### Register map, names as in the netlist, run 1

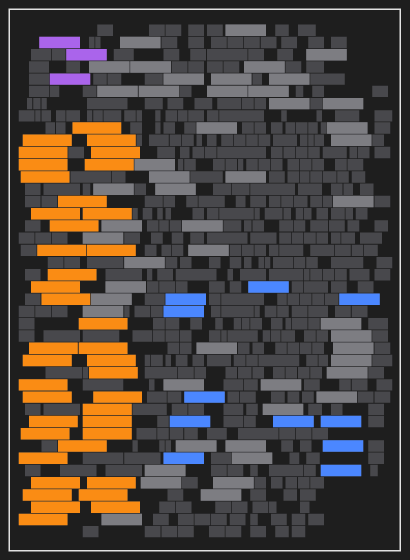
### Supply network, run 1

Pins as bars on the die edge.
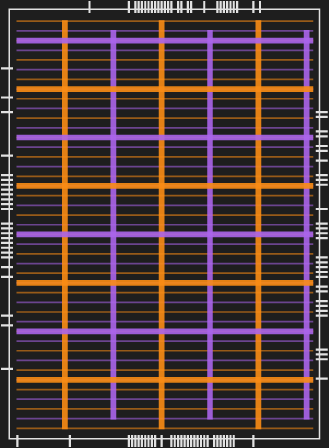
### Clock nets, run 1

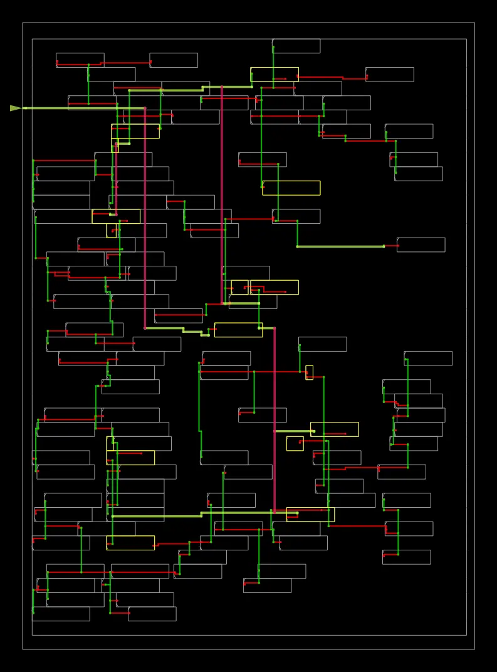
### Signal wires on met1, run 1

Supply wires on this layer in grey.
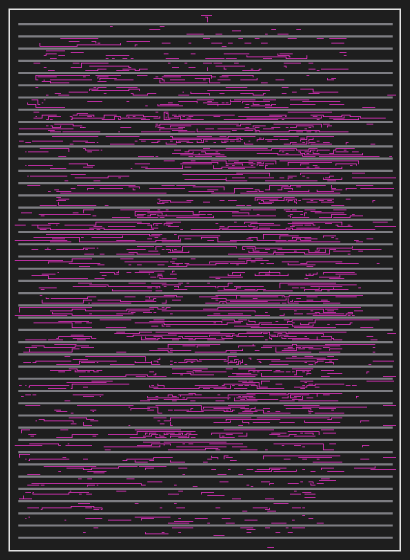
## config.mk

```make
export PLATFORM = sky130hd
export DESIGN_NAME = minbd_stage_one
export DESIGN_NICKNAME = d
export VERILOG_FILES = /design/src/rtl/minbd_stage_one.sv
export SDC_FILE = /design/constraint.sdc
export NUM_CORES = 1
export LEC_CHECK = 0
export CAP_MARGIN = 10
export CORE_ASPECT_RATIO = 1.4
export CORE_MARGIN = 1.5
export CORE_UTILIZATION = 50
export DETAILED_ROUTE_END_ITERATION = 7
export PLACE_DENSITY = 0.77
export SYNTH_ARGS = -nofsm -noshare
export SYNTH_HDL_FRONTEND = slang
export SYNTH_SLANG_ARGS = --single-unit
```

## constraint.sdc

```tcl
create_clock -name clk -period 3.4 [get_ports clk]
set_input_delay 0.68 -clock clk [delete_from_list [all_inputs] [get_ports clk]]
set_output_delay 0.68 -clock clk [all_outputs]
set_load 0.03 [all_outputs]
```

## src/rtl/minbd_stage_one.sv

```systemverilog
// minbd_stage_one: MinBD first stage; ejects one local flit, injects one queued flit, registers the four slots.
module minbd_stage_one #(
    parameter logic [1:0] MY_X = 2'd0,
    parameter logic [1:0] MY_Y = 2'd0,
    parameter int INJ_DEPTH = 4
) (
    input  logic        clk,
    input  logic        rst_n,
    input  logic [10:0] n_in,
    input  logic [10:0] s_in,
    input  logic [10:0] e_in,
    input  logic [10:0] w_in,
    input  logic [10:0] inj_flit,
    input  logic        inj_valid,
    output logic        inj_ready,
    output logic [10:0] nty,
    output logic [10:0] sty,
    output logic [10:0] ety,
    output logic [10:0] wty,
    output logic [10:0] eject_flit,
    output logic        eject_valid
);
    localparam int AW = $clog2(INJ_DEPTH);
    logic [10:0] slot [4];
    logic [10:0] nxt [4];
    logic [3:0] match, rot, occ, avail;
    logic [1:0] rr_ptr, ej_off, ej_idx, ins_idx;
    logic ej_hit, full, empty, push, pop;
    logic [9:0] mem [INJ_DEPTH];
    logic [9:0] head;
    logic [AW:0] wptr, rptr;
    logic unused_valid_bit;
    // slots indexed in priority order N,E,S,W
    assign slot[0] = n_in;
    assign slot[1] = e_in;
    assign slot[2] = s_in;
    assign slot[3] = w_in;
    // the offered valid bit is irrelevant; queued flits are always stored as valid
    assign unused_valid_bit = inj_flit[10];
    genvar i;
    for (i = 0; i < 4; i++) begin : g_slot
        assign match[i] = slot[i][10] && slot[i][9:6] == {MY_X, MY_Y};
        assign rot[i] = match[rr_ptr + 2'(i)];
        assign occ[i] = slot[i][10] && !(ej_hit && ej_idx == 2'(i));
        assign nxt[i] = (pop && ins_idx == 2'(i)) ? {1'b1, head} : occ[i] ? slot[i] : '0;
    end
    assign ej_hit = |rot;
    assign ej_off = rot[0] ? 2'd0 : rot[1] ? 2'd1 : rot[2] ? 2'd2 : 2'd3;
    assign ej_idx = rr_ptr + ej_off;
    assign avail = ~occ;
    assign ins_idx = avail[0] ? 2'd0 : avail[1] ? 2'd1 : avail[2] ? 2'd2 : 2'd3;
    assign full = (wptr ^ rptr) == (AW+1)'(INJ_DEPTH);
    assign empty = wptr == rptr;
    assign inj_ready = !full;
    assign push = inj_valid && !full;
    assign pop = !empty && |avail;
    assign head = mem[rptr[AW-1:0]];
    // injection queue storage, no reset needed since pointers qualify contents
    always_ff @(posedge clk) begin
        if (push) mem[wptr[AW-1:0]] <= inj_flit[9:0];
    end
    // register slots, ejected flit, round-robin pointer and queue pointers
    always_ff @(posedge clk or negedge rst_n) begin
        if (!rst_n) begin
            nty <= '0;
            ety <= '0;
            sty <= '0;
            wty <= '0;
            eject_flit <= '0;
            eject_valid <= 1'b0;
            rr_ptr <= 2'd0;
            wptr <= '0;
            rptr <= '0;
        end else begin
            nty <= nxt[0];
            ety <= nxt[1];
            sty <= nxt[2];
            wty <= nxt[3];
            eject_flit <= ej_hit ? slot[ej_idx] : '0;
            eject_valid <= ej_hit;
            rr_ptr <= ej_hit ? ej_idx + 2'd1 : rr_ptr;
            wptr <= push ? wptr + 1'b1 : wptr;
            rptr <= pop ? rptr + 1'b1 : rptr;
        end
    end
endmodule
```

==> out/metrics.yaml, run 1 <==
ys_seq_share_pct: 57.23
antenna_cells: 0
cts.clk_slew.worst_paths_ns: 0.07
ys_sh_simple_pct: 7.869
die-area_sq_um: 10410
die_w_microns: 86.64
outcome: "finished, final reports clean"
fp.coreArea_sq_um: 9512
cts_tree: "yes"
via_per_inst: 5.838
vias: 3999
worst_ir_drop_vdd_uv: 619.6
place_congestion: 0.9095
openroad.warnings: 33
synthTopLogicFamily: "AND-OR/OR-AND gates"
reg2reg_from: "rr_ptr[0]$_DFFE_PN0P_"
path_delay_family: "AND-OR/OR-AND gates"
top_usage_layer: "met2"
timing.fmax_mhz: 296.3
firstDrtPassIters: 7
maxCapViolCount: 0
drive_gt1_share_pct: 30.92
grt_util_met1_pct: 31.11
ant_nets: 0
overflow: 0
lay_top_count: "clkdlybuf4s50_1"
rows: 42
cellLeakagePower_nw: 2.971
htree_levels: 3
hold_slack_ns: 0.2495
nets: 613
-- 'Register map, names as in the netlist' (at the start) --
- wptr: purple (sequential cells 3)
- wty: blue (sequential cells 11)
- mem: orange (sequential cells 40; where a vertical strip on the left)
- not coloured: 50

-- 'Supply network' (at the start) --
- VSS: orange
- VDD: purple
- signal pins: 115
- met5 straps: 8
- met1 rails: 43
- met4 straps: 6
- rows: 42

-- 'Clock nets' (at the start) --
P_clk: 1.03 mW
skew final: 0.006687 ns

-- 'Signal wires on met1' (at the start) --
- wire length on this layer: 5060 microns
- share of all routed wire: 35%
- longest straight run: 31.7 microns

## run 1: synth_stat cells (5+ instances only)
library cell	instances
dfrtp_1	64
mux2_2	10
edfxtp_1	40
clkbuf_1	15
and3_1	6
a211oi_1	22
nor2_1	15
buf_2	6
mux4_2	10
o2bb2ai_1	10
nand2_1	15
inv_1	7
a21oi_1	8
ha_1	7
mux2i_1	12
nor2b_1	14
and2_1	5
o31ai_1	11
o211ai_1	21
o31ai_2	8
## run 1: cells by family (layout without fill, tap and decap cells)
| kind of cell | count (synthesis) | count (layout) |
|---|---|---|
| buffers and inverters | 35 | 223 |
| XOR/XNOR | 7 | 7 |
| multiplexers | 33 | 33 |
| flip-flops | 104 | 104 |
| adder cells (fa/ha/maj) | 7 | 7 |
| AND/OR/NAND/NOR | 70 | 70 |
| AND-OR/OR-AND | 109 | 109 |
## run 1: worst reg2reg max path: stages, from the launching register on
cell and delay (ns):
dfrtp_1 0.57, nor3_2 0.35, a311oi_2 0.07, o21ai_2 0.19
ha_2 0.24, nor2b_2 0.17, a311o_1 0.19, a21oi_2 0.06
o32ai_4 0.38, o21ai_4 0.09, buf_4 0.16, buf_16 0.13
buf_4 0.14, o31ai_1 0.25
## run 1: area by class of cell
cell class / count / area, sq um
flip-flops and latches: 104 / 2803
fillers: 599 / 2296
multi-input cells: 226 / 2095
repair buffers: 200 / 1838
clock buffers: 11 / 232.7
well taps: 132 / 165.2
clock inverters: 5 / 56.30
inverters: 7 / 26.28
## run 1: sequential cells by signal (all words and copies together) (netlist names)
| signal | count |
|---|---|
| nty | 11 |
| sty | 11 |
| eject_valid | 1 |
| eject_flit | 11 |
| rptr | 3 |
| wty | 11 |
| rr_ptr | 2 |
| wptr | 3 |
| ety | 11 |
| mem | 40 |
## run 1: through the flow
step / setup WS (ns) / cell area, sq um / setup TNS [ns] / std cells
final: 0.02489 / 7216 / 0 / 685
after CTS: 0.0007905 / 7109 / 0 / 683
after global placement: -0.6422 / 6636 / -32.86 / 651
after global routing: -0.05171 / 7216 / -0.5818 / 685
after floorplan: -0.0005655 / 4922 / -0.003959 / 365
after detailed placement: -0.7342 / 6636 / -35.94 / 651
## run 1: power by group through the flow
stage	Clock [mW]	Combinational (mW)	Sequential [mW]
floorplan	0	1.64	2.13
global placement	0	3.21	1.83
detailed placement	0	3.28	1.85
CTS	1.03	3.36	1.83
global route	1.09	3.68	1.86
finish	1.03	3.50	1.83
## run 1: timing repair
| action | in CTS | in global routing |
|---|---|---|
| pin swaps | 16 | 14 |
| setup endpoints to repair | 56 | 54 |
| gates resized | 51 | 30 |
| buffers inserted | 15 | 2 |
| endpoints found under the hold margin | 0 | 0 |
| cloned | 1 | 0 |
## run 1: routing by layer
| metal | routed length, microns | up-vias |
|---|---|---|
| li1 | - | 1779 |
| met1 | 5056 | 1980 |
| met2 | 7946 | 191 |
| met3 | 759 | 49 |
| met4 | 700 | 0 |
| met5 | 0 | - |
### Logic cells by family, run 1

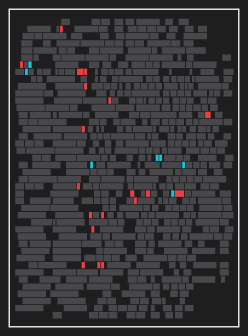

==> run 2, diff against run 1 <==
--- a/config.mk
+++ b/config.mk
@@ -7,7 +7,7 @@
 export LEC_CHECK = 0
 export CAP_MARGIN = 10
 export CORE_ASPECT_RATIO = 1.4
-export CORE_MARGIN = 1.5
+export CORE_MARGIN = 3
 export CORE_UTILIZATION = 50
 export DETAILED_ROUTE_END_ITERATION = 7
 export PLACE_DENSITY = 0.77
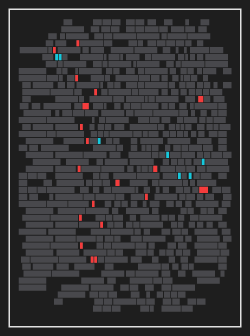
*Logic cells by family, run 2*
- NAND gates: red (cells 19)
- inverters: cyan (cells 7)

==> out/metrics.yaml, run 2 <==
outcome: "finished, final reports clean"
rows: 42  # unchanged
top_cell: "dfrtp_1"
cts.clk_slew.worst_paths_ns: 0.07  # about the same
ys_seq_share_pct: 57.23  # unchanged
nets: 610  # -0.49%
final_cells: 681  # -0.58%
hold_slack_ns: 0.2904  # +0.04084 ns
die_w_microns: 89.64  # +3.5%
cts_tree: "yes"
largest_reg_flops: 40  # unchanged
drive_gt1_share_pct: 32.06  # +1.1 points
fp.coreArea_sq_um: 9512  # unchanged
clock_skew_ns: 0.01067  # +0.003985 ns
flop_area_sq_um: 2803  # unchanged
via_per_inst: 5.868  # +0.51%
antenna_cells: 0  # unchanged
lay_top_count: "clkdlybuf4s50_1"
timing.fmax_mhz: 298.7  # +0.81%
synthTopCellsByCount: "dfrtp_1 (64), edfxtp_1 (40), a211oi_1 (22)"
dpl-instance-area_sq_um: 6629  # -0.11%
worst_ir_drop_vdd_uv: 563.7  # -9.0%
place_ws_ns: -0.8603  # -0.1261 ns
place_congestion: 0.9612  # +5.7%
logic_area_sq_um: 2197  # +4.9%
path_delay_family: "AND-OR/OR-AND gates"
die-area_sq_um: 11030  # +6.0%
maxCapViolCount: 0  # unchanged
-- run 2: netlist changes by cell type in the layout (fill, tap and decap cells not counted), sizes merged --
cell           change
buf                -4
clkbuf             +1
clkdlybuf4s50      +3
dlygate4sd2        -4
dlymetal6s2s       +1
inv                -1
-- run 2: per-stage QoR --
stage / utilization [%] / setup TNS [ns]
finish: 76.66 / 0
floorplan: - / -0.003959
global route: 76.66 / -0.7033
CTS: 75.16 / 0
global placement: 69.69 / -33.86
detailed placement: 69.69 / -40.59
-- run 2: logic make-up after synthesis --
logic type | share of synthesized area, %
buffers and inverters | 3.526
flip-flops | 57.23
AND-OR/OR-AND | 18.75
AND/OR/NAND/NOR | 7.869
XOR/XNOR | 1.252
multiplexers | 9.581
adder cells (fa/ha/maj) | 1.788
-- run 2: what timing repair did --
item | CTS | global route
setup buffers | 15 | 2
gates resized | 53 | 45
setup endpoints to repair | 56 | 53
gates cloned | 1 | 0
pin swaps | 18 | 17
-- run 2: path summary, 6_finish.rpt --
path,cells past startpoint,from,endpoint
worst max-delay path,13,n_in[10],nty[4]$_DFF_PN0_
worst min-delay path,1,rst_n,eject_flit[6]$_DFF_PN0_
worst max register to register,11,rr_ptr[0]$_DFFE_PN0P_,nty[4]$_DFF_PN0_
worst min register to register,1,wptr[2]$_DFFE_PN0P_,wptr[2]$_DFFE_PN0P_
max in group asynchronous,2,rst_n,wptr[0]$_DFFE_PN0P_
min in group clk,1,wptr[2]$_DFFE_PN0P_,wptr[2]$_DFFE_PN0P_
-- run 2: worst register-to-register path, delay by kind of cell, from the launching register on --
family	cells	cell delay (ns)
AND-OR/OR-AND	6	1.28
flip-flops	1	0.71
multiplexers	1	0.32
AND/OR/NAND/NOR	2	0.29
buffers and inverters	1	0.20
adder cells (fa/ha/maj)	1	0.19
-- run 2: power by group through the flow --
| stage | logic (mW) | registers, mW | clock network [mW] |
|---|---|---|---|
| 2_1_floorplan | 1.64 | 2.13 | 0 |
| 3_3_place_gp | 3.31 | 1.83 | 0 |
| 3_5_place_dp | 3.37 | 1.84 | 0 |
| 4_1_cts | 3.56 | 1.83 | 1.03 |
| 5_1_grt | 3.96 | 1.87 | 1.08 |
| 6_report | 3.74 | 1.84 | 1.02 |
-- run 2: layout make-up --
| class | count | area share (%) |
|---|---|---|
| clock buffer | 11 | 3.346 |
| inverter | 7 | 0.3603 |
| tap | 132 | 2.265 |
| multi-input combinational | 226 | 30.13 |
| timing repair buffer | 197 | 24.85 |
| sequential | 104 | 38.44 |
| clock inverter | 4 | 0.6177 |
-- run 2: metal layers --
metal	vias to the layer above	share of wire [%]	GRT usage, %
met5	-	0	0
met4	0	5.1	15.83
met3	39	5.1	5.600
met2	181	52	44.51
met1	2009	38	33.36
li1	1767	-	-
No activity file was given, so power comes from the tool's default toggle rates.
